<file path="src/rtl/icache_responder_pkg.sv">
// rtl/icache_responder_pkg.sv - shared types and defaults for the instruction cache responder
//
// Purpose : address-split defaults, fetch/memory-side bundle structs and the
//           responder state enum shared by the cache RTL.
// Ports   : none (package).
package icache_responder_pkg;

    localparam int XLEN               = 32;
    localparam int NUM_LINES_DEF      = 16;
    localparam int WORDS_PER_LINE_DEF = 4;
    localparam int BYTE_OFF_W         = 2;
    localparam int TAG_W_DEF          = XLEN - $clog2(NUM_LINES_DEF)
                                        - $clog2(WORDS_PER_LINE_DEF) - BYTE_OFF_W;

    typedef struct packed {
        logic            req;
        logic [XLEN-1:0] addr;
    } type_if2icache_s;

    typedef struct packed {
        logic            ack;
        logic [XLEN-1:0] r_data;
    } type_icache2if_s;

    typedef struct packed {
        logic            req;
        logic [XLEN-1:0] addr;
    } type_icache2mem_s;

    typedef struct packed {
        logic            ack;
        logic [XLEN-1:0] r_data;
    } type_mem2icache_s;

    typedef enum logic [1:0] {
        IDLE   = 2'd0,
        RESP   = 2'd1,
        REFILL = 2'd2
    } type_icache_resp_state_e;

endpackage

</file>
<file path="src/rtl/icache_responder_if.sv">
// rtl/icache_responder_if.sv - fetch-side and memory-side bus bundle for the icache responder
//
// Purpose : groups the prefetch request/response, flush and refill burst signals.
// Ports   : slave modport  = cache side (receives fetches, issues refills)
//           master modport = environment side (prefetch stage + instruction memory)
interface icache_responder_if;
    import icache_responder_pkg::*;

    logic            if2icache_req_i;
    logic [XLEN-1:0] if2icache_addr_i;
    logic            icache_flush_i;
    logic            icache2if_ack_o;
    logic [XLEN-1:0] icache2if_r_data_o;
    logic            icache2mem_req_o;
    logic [XLEN-1:0] icache2mem_addr_o;
    logic            mem2icache_ack_i;
    logic [XLEN-1:0] mem2icache_r_data_i;

    modport slave (
        input  if2icache_req_i,
        input  if2icache_addr_i,
        input  icache_flush_i,
        output icache2if_ack_o,
        output icache2if_r_data_o,
        output icache2mem_req_o,
        output icache2mem_addr_o,
        input  mem2icache_ack_i,
        input  mem2icache_r_data_i
    );

    modport master (
        output if2icache_req_i,
        output if2icache_addr_i,
        output icache_flush_i,
        input  icache2if_ack_o,
        input  icache2if_r_data_o,
        input  icache2mem_req_o,
        input  icache2mem_addr_o,
        output mem2icache_ack_i,
        output mem2icache_r_data_i
    );

endinterface

</file>
<file path="src/rtl/icache_responder_data_array.sv">
// rtl/icache_responder_data_array.sv - word/tag/valid storage for the direct-mapped icache
//
// Purpose : NUM_LINES x WORDS_PER_LINE word flops with synchronous per-word write
//           and asynchronous read, plus per-line tag and valid with flash clear.
// Ports   : clk, rst_n      clock, synchronous active-low reset (valid bits only)
//           flush_i         clear every valid bit at the next edge
//           word_*          refill beat write (line index, word offset, data)
//           tag_*, valid_i  line install at the end of a burst
//           rd_*            combinational lookup (data word, tag, valid)
module icache_responder_data_array
    import icache_responder_pkg::*;
#(
    parameter int NUM_LINES      = NUM_LINES_DEF,
    parameter int WORDS_PER_LINE = WORDS_PER_LINE_DEF,
    parameter int TAG_W          = TAG_W_DEF
) (
    input  logic                              clk,
    input  logic                              rst_n,
    input  logic                              flush_i,
    input  logic                              word_we_i,
    input  logic [$clog2(NUM_LINES)-1:0]      word_idx_i,
    input  logic [$clog2(WORDS_PER_LINE)-1:0] word_off_i,
    input  logic [XLEN-1:0]                   word_data_i,
    input  logic                              tag_we_i,
    input  logic [$clog2(NUM_LINES)-1:0]      tag_idx_i,
    input  logic [TAG_W-1:0]                  tag_i,
    input  logic                              valid_i,
    input  logic [$clog2(NUM_LINES)-1:0]      rd_idx_i,
    input  logic [$clog2(WORDS_PER_LINE)-1:0] rd_off_i,
    output logic [XLEN-1:0]                   rd_data_o,
    output logic [TAG_W-1:0]                  rd_tag_o,
    output logic                              rd_valid_o
);

    logic [XLEN-1:0]      data_q [NUM_LINES][WORDS_PER_LINE];
    logic [XLEN-1:0]      data_d [NUM_LINES][WORDS_PER_LINE];
    logic [TAG_W-1:0]     tag_q  [NUM_LINES];
    logic [TAG_W-1:0]     tag_d  [NUM_LINES];
    logic [NUM_LINES-1:0] valid_q;
    logic [NUM_LINES-1:0] valid_d;

    always_comb begin
        data_d = data_q;
        if (word_we_i) begin
            data_d[word_idx_i][word_off_i] = word_data_i;
        end
    end

    // The install write comes after the flash clear, so a flush landing on the
    // last beat still leaves the line invalid (the caller drives valid_i low).
    always_comb begin
        tag_d   = tag_q;
        valid_d = flush_i ? '0 : valid_q;
        if (tag_we_i) begin
            tag_d[tag_idx_i]   = tag_i;
            valid_d[tag_idx_i] = valid_i;
        end
    end

    // Data and tags are qualified by valid, so they need no reset.
    always_ff @(posedge clk) begin
        data_q <= data_d;
        tag_q  <= tag_d;
    end

    always_ff @(posedge clk) begin
        if (!rst_n) begin
            valid_q <= '0;
        end else begin
            valid_q <= valid_d;
        end
    end

    assign rd_data_o  = data_q[rd_idx_i][rd_off_i];
    assign rd_tag_o   = tag_q[rd_idx_i];
    assign rd_valid_o = valid_q[rd_idx_i];

endmodule

</file>
<file path="src/rtl/icache_responder.sv">
// rtl/icache_responder.sv - direct-mapped read-only instruction cache responder
//
// Purpose : answers word fetches from the prefetch stage; hits ack one cycle
//           after lookup, misses refill a whole line by a fixed-length burst.
// Ports   : clk, rst_n  clock, synchronous active-low reset
//           bus         icache_responder_if.slave (fetch req/addr/ack/r_data,
//                       flush pulse, refill req/addr, memory beat ack/data)
module icache_responder
    import icache_responder_pkg::*;
#(
    parameter int NUM_LINES      = NUM_LINES_DEF,
    parameter int WORDS_PER_LINE = WORDS_PER_LINE_DEF
) (
    input  logic              clk,
    input  logic              rst_n,
    icache_responder_if.slave bus
);

    localparam int OFF_W = $clog2(WORDS_PER_LINE);
    localparam int IDX_W = $clog2(NUM_LINES);
    localparam int TAG_W = XLEN - IDX_W - OFF_W - BYTE_OFF_W;
    localparam logic [OFF_W-1:0] LAST_BEAT = OFF_W'(WORDS_PER_LINE - 1);

    type_if2icache_s  fetch;
    type_mem2icache_s mem_rsp;

    assign fetch.req      = bus.if2icache_req_i;
    assign fetch.addr     = bus.if2icache_addr_i;
    assign mem_rsp.ack    = bus.mem2icache_ack_i;
    assign mem_rsp.r_data = bus.mem2icache_r_data_i;

    // Byte-within-word bits play no part in an instruction word fetch.
    logic unused_byte_bits;
    assign unused_byte_bits = ^fetch.addr[BYTE_OFF_W-1:0];

    type_icache_resp_state_e state_q, state_d;
    logic [OFF_W-1:0]        beat_q, beat_d;
    logic                    flush_pend_q, flush_pend_d;
    type_icache2if_s         rsp_q, rsp_d;
    type_icache2mem_s        refill_q, refill_d;

    logic [OFF_W-1:0] lk_off;
    logic [IDX_W-1:0] lk_idx;
    logic [TAG_W-1:0] lk_tag;
    logic [IDX_W-1:0] rf_idx;
    logic [TAG_W-1:0] rf_tag;
    logic [XLEN-1:0]  rd_data;
    logic [TAG_W-1:0] rd_tag;
    logic             rd_valid;
    logic             hit;
    logic             beat_we;
    logic             last_beat;
    logic             line_valid;

    assign lk_off = fetch.addr[BYTE_OFF_W +: OFF_W];
    assign lk_idx = fetch.addr[BYTE_OFF_W + OFF_W +: IDX_W];
    assign lk_tag = fetch.addr[XLEN-1 -: TAG_W];

    // The line being refilled is identified by the latched burst base address.
    assign rf_idx = refill_q.addr[BYTE_OFF_W + OFF_W +: IDX_W];
    assign rf_tag = refill_q.addr[XLEN-1 -: TAG_W];

    assign hit       = rd_valid && (rd_tag == lk_tag);
    assign beat_we   = (state_q == REFILL) && mem_rsp.ack;
    assign last_beat = beat_we && (beat_q == LAST_BEAT);

    // A flush seen at any point of the burst, including its final beat,
    // leaves the freshly written line invalid.
    assign line_valid = ~(flush_pend_q | bus.icache_flush_i);

    always_comb begin
        state_d      = state_q;
        beat_d       = beat_q;
        flush_pend_d = flush_pend_q;
        rsp_d        = rsp_q;
        rsp_d.ack    = 1'b0;
        refill_d     = refill_q;

        case (state_q)
            IDLE: begin
                if (fetch.req) begin
                    if (hit) begin
                        rsp_d.ack    = 1'b1;
                        rsp_d.r_data = rd_data;
                        state_d      = RESP;
                    end else begin
                        refill_d.req  = 1'b1;
                        refill_d.addr = {fetch.addr[XLEN-1:BYTE_OFF_W + OFF_W],
                                         {(BYTE_OFF_W + OFF_W){1'b0}}};
                        state_d       = REFILL;
                    end
                end
            end

            // The ack is on the bus this cycle; skipping the lookup keeps a
            // still-held request from being answered twice.
            RESP: begin
                state_d = IDLE;
            end

            REFILL: begin
                if (bus.icache_flush_i) begin
                    flush_pend_d = 1'b1;
                end
                if (beat_we) begin
                    beat_d = beat_q + 1'b1;
                end
                if (last_beat) begin
                    beat_d       = '0;
                    flush_pend_d = 1'b0;
                    refill_d.req = 1'b0;
                    state_d      = IDLE;
                end
            end

            default: begin
                state_d = IDLE;
            end
        endcase
    end

    always_ff @(posedge clk) begin
        if (!rst_n) begin
            state_q      <= IDLE;
            beat_q       <= '0;
            flush_pend_q <= 1'b0;
            rsp_q        <= '0;
            refill_q     <= '0;
        end else begin
            state_q      <= state_d;
            beat_q       <= beat_d;
            flush_pend_q <= flush_pend_d;
            rsp_q        <= rsp_d;
            refill_q     <= refill_d;
        end
    end

    icache_responder_data_array #(
        .NUM_LINES      (NUM_LINES),
        .WORDS_PER_LINE (WORDS_PER_LINE),
        .TAG_W          (TAG_W)
    ) u_data_array (
        .clk         (clk),
        .rst_n       (rst_n),
        .flush_i     (bus.icache_flush_i),
        .word_we_i   (beat_we),
        .word_idx_i  (rf_idx),
        .word_off_i  (beat_q),
        .word_data_i (mem_rsp.r_data),
        .tag_we_i    (last_beat),
        .tag_idx_i   (rf_idx),
        .tag_i       (rf_tag),
        .valid_i     (line_valid),
        .rd_idx_i    (lk_idx),
        .rd_off_i    (lk_off),
        .rd_data_o   (rd_data),
        .rd_tag_o    (rd_tag),
        .rd_valid_o  (rd_valid)
    );

    assign bus.icache2if_ack_o    = rsp_q.ack;
    assign bus.icache2if_r_data_o = rsp_q.r_data;
    assign bus.icache2mem_req_o   = refill_q.req;
    assign bus.icache2mem_addr_o  = refill_q.addr;

endmodule

</file>
<file path="src/flat_wrapper.sv">
// flat-port wrapper written by rule: the top's interface ports become plain ports
module icache_responder_flat import icache_responder_pkg::*;
#(
    parameter int NUM_LINES      = NUM_LINES_DEF,
    parameter int WORDS_PER_LINE = WORDS_PER_LINE_DEF
)
  (clk, rst_n, bus_if2icache_req_i, bus_if2icache_addr_i, bus_icache_flush_i, bus_icache2if_ack_o, bus_icache2if_r_data_o, bus_icache2mem_req_o, bus_icache2mem_addr_o, bus_mem2icache_ack_i, bus_mem2icache_r_data_i);
  icache_responder_if bus_i ();
  input  logic clk;
  input  logic rst_n;
  input wire logic [$bits(bus_i.if2icache_req_i)-1:0] bus_if2icache_req_i;
  input wire logic [$bits(bus_i.if2icache_addr_i)-1:0] bus_if2icache_addr_i;
  input wire logic [$bits(bus_i.icache_flush_i)-1:0] bus_icache_flush_i;
  output wire logic [$bits(bus_i.icache2if_ack_o)-1:0] bus_icache2if_ack_o;
  output wire logic [$bits(bus_i.icache2if_r_data_o)-1:0] bus_icache2if_r_data_o;
  output wire logic [$bits(bus_i.icache2mem_req_o)-1:0] bus_icache2mem_req_o;
  output wire logic [$bits(bus_i.icache2mem_addr_o)-1:0] bus_icache2mem_addr_o;
  input wire logic [$bits(bus_i.mem2icache_ack_i)-1:0] bus_mem2icache_ack_i;
  input wire logic [$bits(bus_i.mem2icache_r_data_i)-1:0] bus_mem2icache_r_data_i;
  assign bus_i.if2icache_req_i = bus_if2icache_req_i;
  assign bus_i.if2icache_addr_i = bus_if2icache_addr_i;
  assign bus_i.icache_flush_i = bus_icache_flush_i;
  assign bus_icache2if_ack_o = bus_i.icache2if_ack_o;
  assign bus_icache2if_r_data_o = bus_i.icache2if_r_data_o;
  assign bus_icache2mem_req_o = bus_i.icache2mem_req_o;
  assign bus_icache2mem_addr_o = bus_i.icache2mem_addr_o;
  assign bus_i.mem2icache_ack_i = bus_mem2icache_ack_i;
  assign bus_i.mem2icache_r_data_i = bus_mem2icache_r_data_i;
  icache_responder #(.NUM_LINES(NUM_LINES), .WORDS_PER_LINE(WORDS_PER_LINE)) u_core (.clk(clk), .rst_n(rst_n), .bus(bus_i));
endmodule
</file>
<file path="config.mk">
export PLATFORM = sky130hd
export DESIGN_NAME = icache_responder_flat
export DESIGN_NICKNAME = d
export VERILOG_FILES = /design/src/rtl/icache_responder_pkg.sv /design/src/rtl/icache_responder_if.sv /design/src/rtl/icache_responder_data_array.sv /design/src/rtl/icache_responder.sv /design/src/flat_wrapper.sv
export SDC_FILE = /design/constraint.sdc
export NUM_CORES = 2
export LEC_CHECK = 0
export CORE_MARGIN = 4
export CORE_UTILIZATION = 50
export DETAILED_ROUTE_END_ITERATION = 16
export GPL_ROUTABILITY_DRIVEN = 0
export GPL_TIMING_DRIVEN = 0
export PLACE_DENSITY = 0.66
export REMOVE_ABC_BUFFERS = 1
export SYNTH_ARGS = -nofsm -noshare
export SYNTH_HDL_FRONTEND = slang
export SYNTH_SLANG_ARGS = --single-unit
</file>
<file path="constraint.sdc">
create_clock -name clk -period 7.4 [get_ports clk]
set_clock_uncertainty 0.15 [all_clocks]
set_input_delay 1.48 -clock clk [delete_from_list [all_inputs] [get_ports clk]]
set_output_delay 1.48 -clock clk [all_outputs]
set_load 0.01 [all_outputs]
</file>
### Cell density map

The die is cut into 22 by 22 equal tiles; white is low, dark blue is high, 0 to 100% covered.
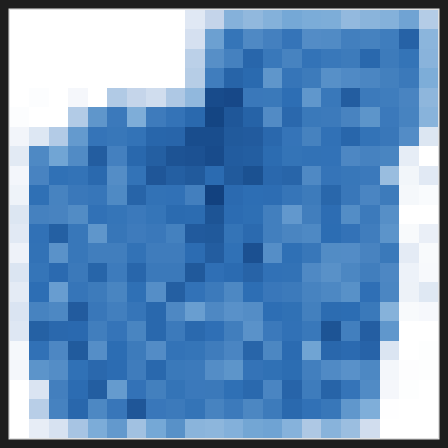
densest ninth of the die = center
fullest tile = 93%
mean over tiles = 54%
tiles over 75% full = 20%
emptiest ninth of the die = north-west
final core occ: 58.4%
share of the core filled by cells before placement: 50.5%
Core Footprint: 191000 sq um

### Clock wiring as the flow saved it

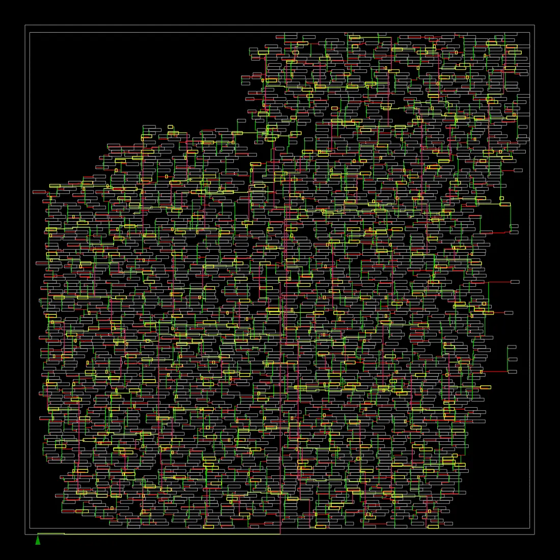
clock sinks: 2515
TritonCTS buffer count: 241

==> notes.md <==
Results of the run.

Routing resource usage on met1 recorded by global route was 34.4%. The number of buffer and inverter instances along the worst setup path is 6. Yosys reports the multiplexer fraction of the synthesized area as 18.8%. The average vias per placed instance is 6.29. The commonest cells after synthesis are edfxtp_1, mux4_2, nand2_1. The number of global-route vias before repair came to 45324. The remaining number of nets flagged by the antenna check after routing is 0. The synthesis log from Yosys contains 0 warnings.

The met3 usage is 4.35%. The number of clock buffers in the layout is 311. Checking hold timing, the worst path is listed with class flip-flop to flip-flop. The post-cts hold-fix buffer tally is 0. The cell resize tally after clock tree synthesis is 0. The clock tree from TritonCTS is built. Leaving out buffers and inverters, the combinational logic in the layout accounts for 21200 sq um.

The instance count on the critical path is 14. Warnings raised by the tools during the run amount to 30. Registers are responsible for 53.3% of the overall power. Per the slew report, the remaining headroom to the max-slew limit stands at 25.3%. The count of buffers not belonging to the clock network in the layout is 276. The most critical hold endpoint after final layout shows a slack of 0.306 ns. The layout report lists the combined flip-flop and latch area as 74700 sq um.

The flow ran to the end, and the final reports show no timing, DRC or antenna violations. Buffers added to address setup during post-CTS repair amount to 0. The switching share of power is 20.7%.

STA classifies the critical path startpoint as a primary input. The post-synthesis sequential element count is 2515. The layout report gives the register share of total cell area as 67.0%. In this build the clock could be raised as far as 145 MHz. The routed wire length per instance is 32.4 um. The number of flip-flops in the largest register is 2048. STA puts the critical path data required time at 7.98 ns. Note, the detailed placer reported a final HPWL of 139 mm.

The slack of the worst reg-to-reg path is 3.26 ns. In this design, the critical path's most frequently occurring cell is buf_16. Ranking logic cells in the layout by count gives the top entries edfxtp_1, mux4_2, clkbuf_16. The number of flops mapped to enable cells by yosys is 2432. The clock passes through at most 3 buffers.

The I/O pin count is 135. Hold analysis lists the worst path endpoint as u_core.bus.icache2if_r_data_o[6]. The cell area after layout is 112000 sq um.

A synthesized cell averages 23.7 sq um. The proportion of register bits with asynchronous set or reset after synthesis is 0%. The timing report gives the clock slew at the launch and capture registers of the worst setup and hold paths as 0.06 ns.

The signal on the critical path passes through buf_8 > buf_16 > buf_16 > buf_16 > buf_16 > mux4_2 > mux2i_1 > o21ai_0 > a211o_1 > o31ai_1 > nand4_1 > o21a_2 > buf_16 > mux2i_1. The clock insertion delay at the later pin of the skew report is 0.90 ns.
### Sequential cells colored by netlist name

Scale: 1 px per um. Other sequential cells in the stronger gray, the rest of the logic in the fainter gray.
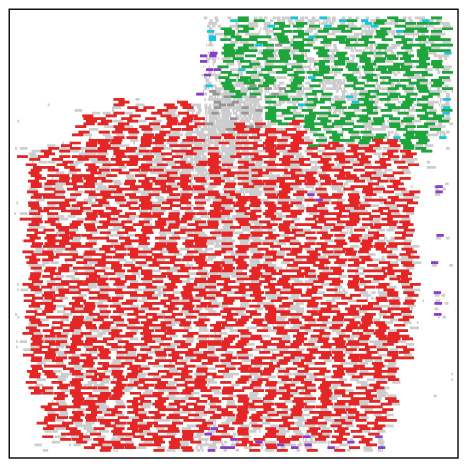
purple -> u_core.bus.icache2if_r_data_o  # sequential cells 32
red -> u_core.u_data_array.data_q  # sequential cells 2048
cyan -> u_core.bus.icache2mem_addr_o  # sequential cells 28
green -> u_core.u_data_array.tag_q  # sequential cells 384
not colored = 23

Power figures rest on the tool's default switching activity, not on a simulated workload.
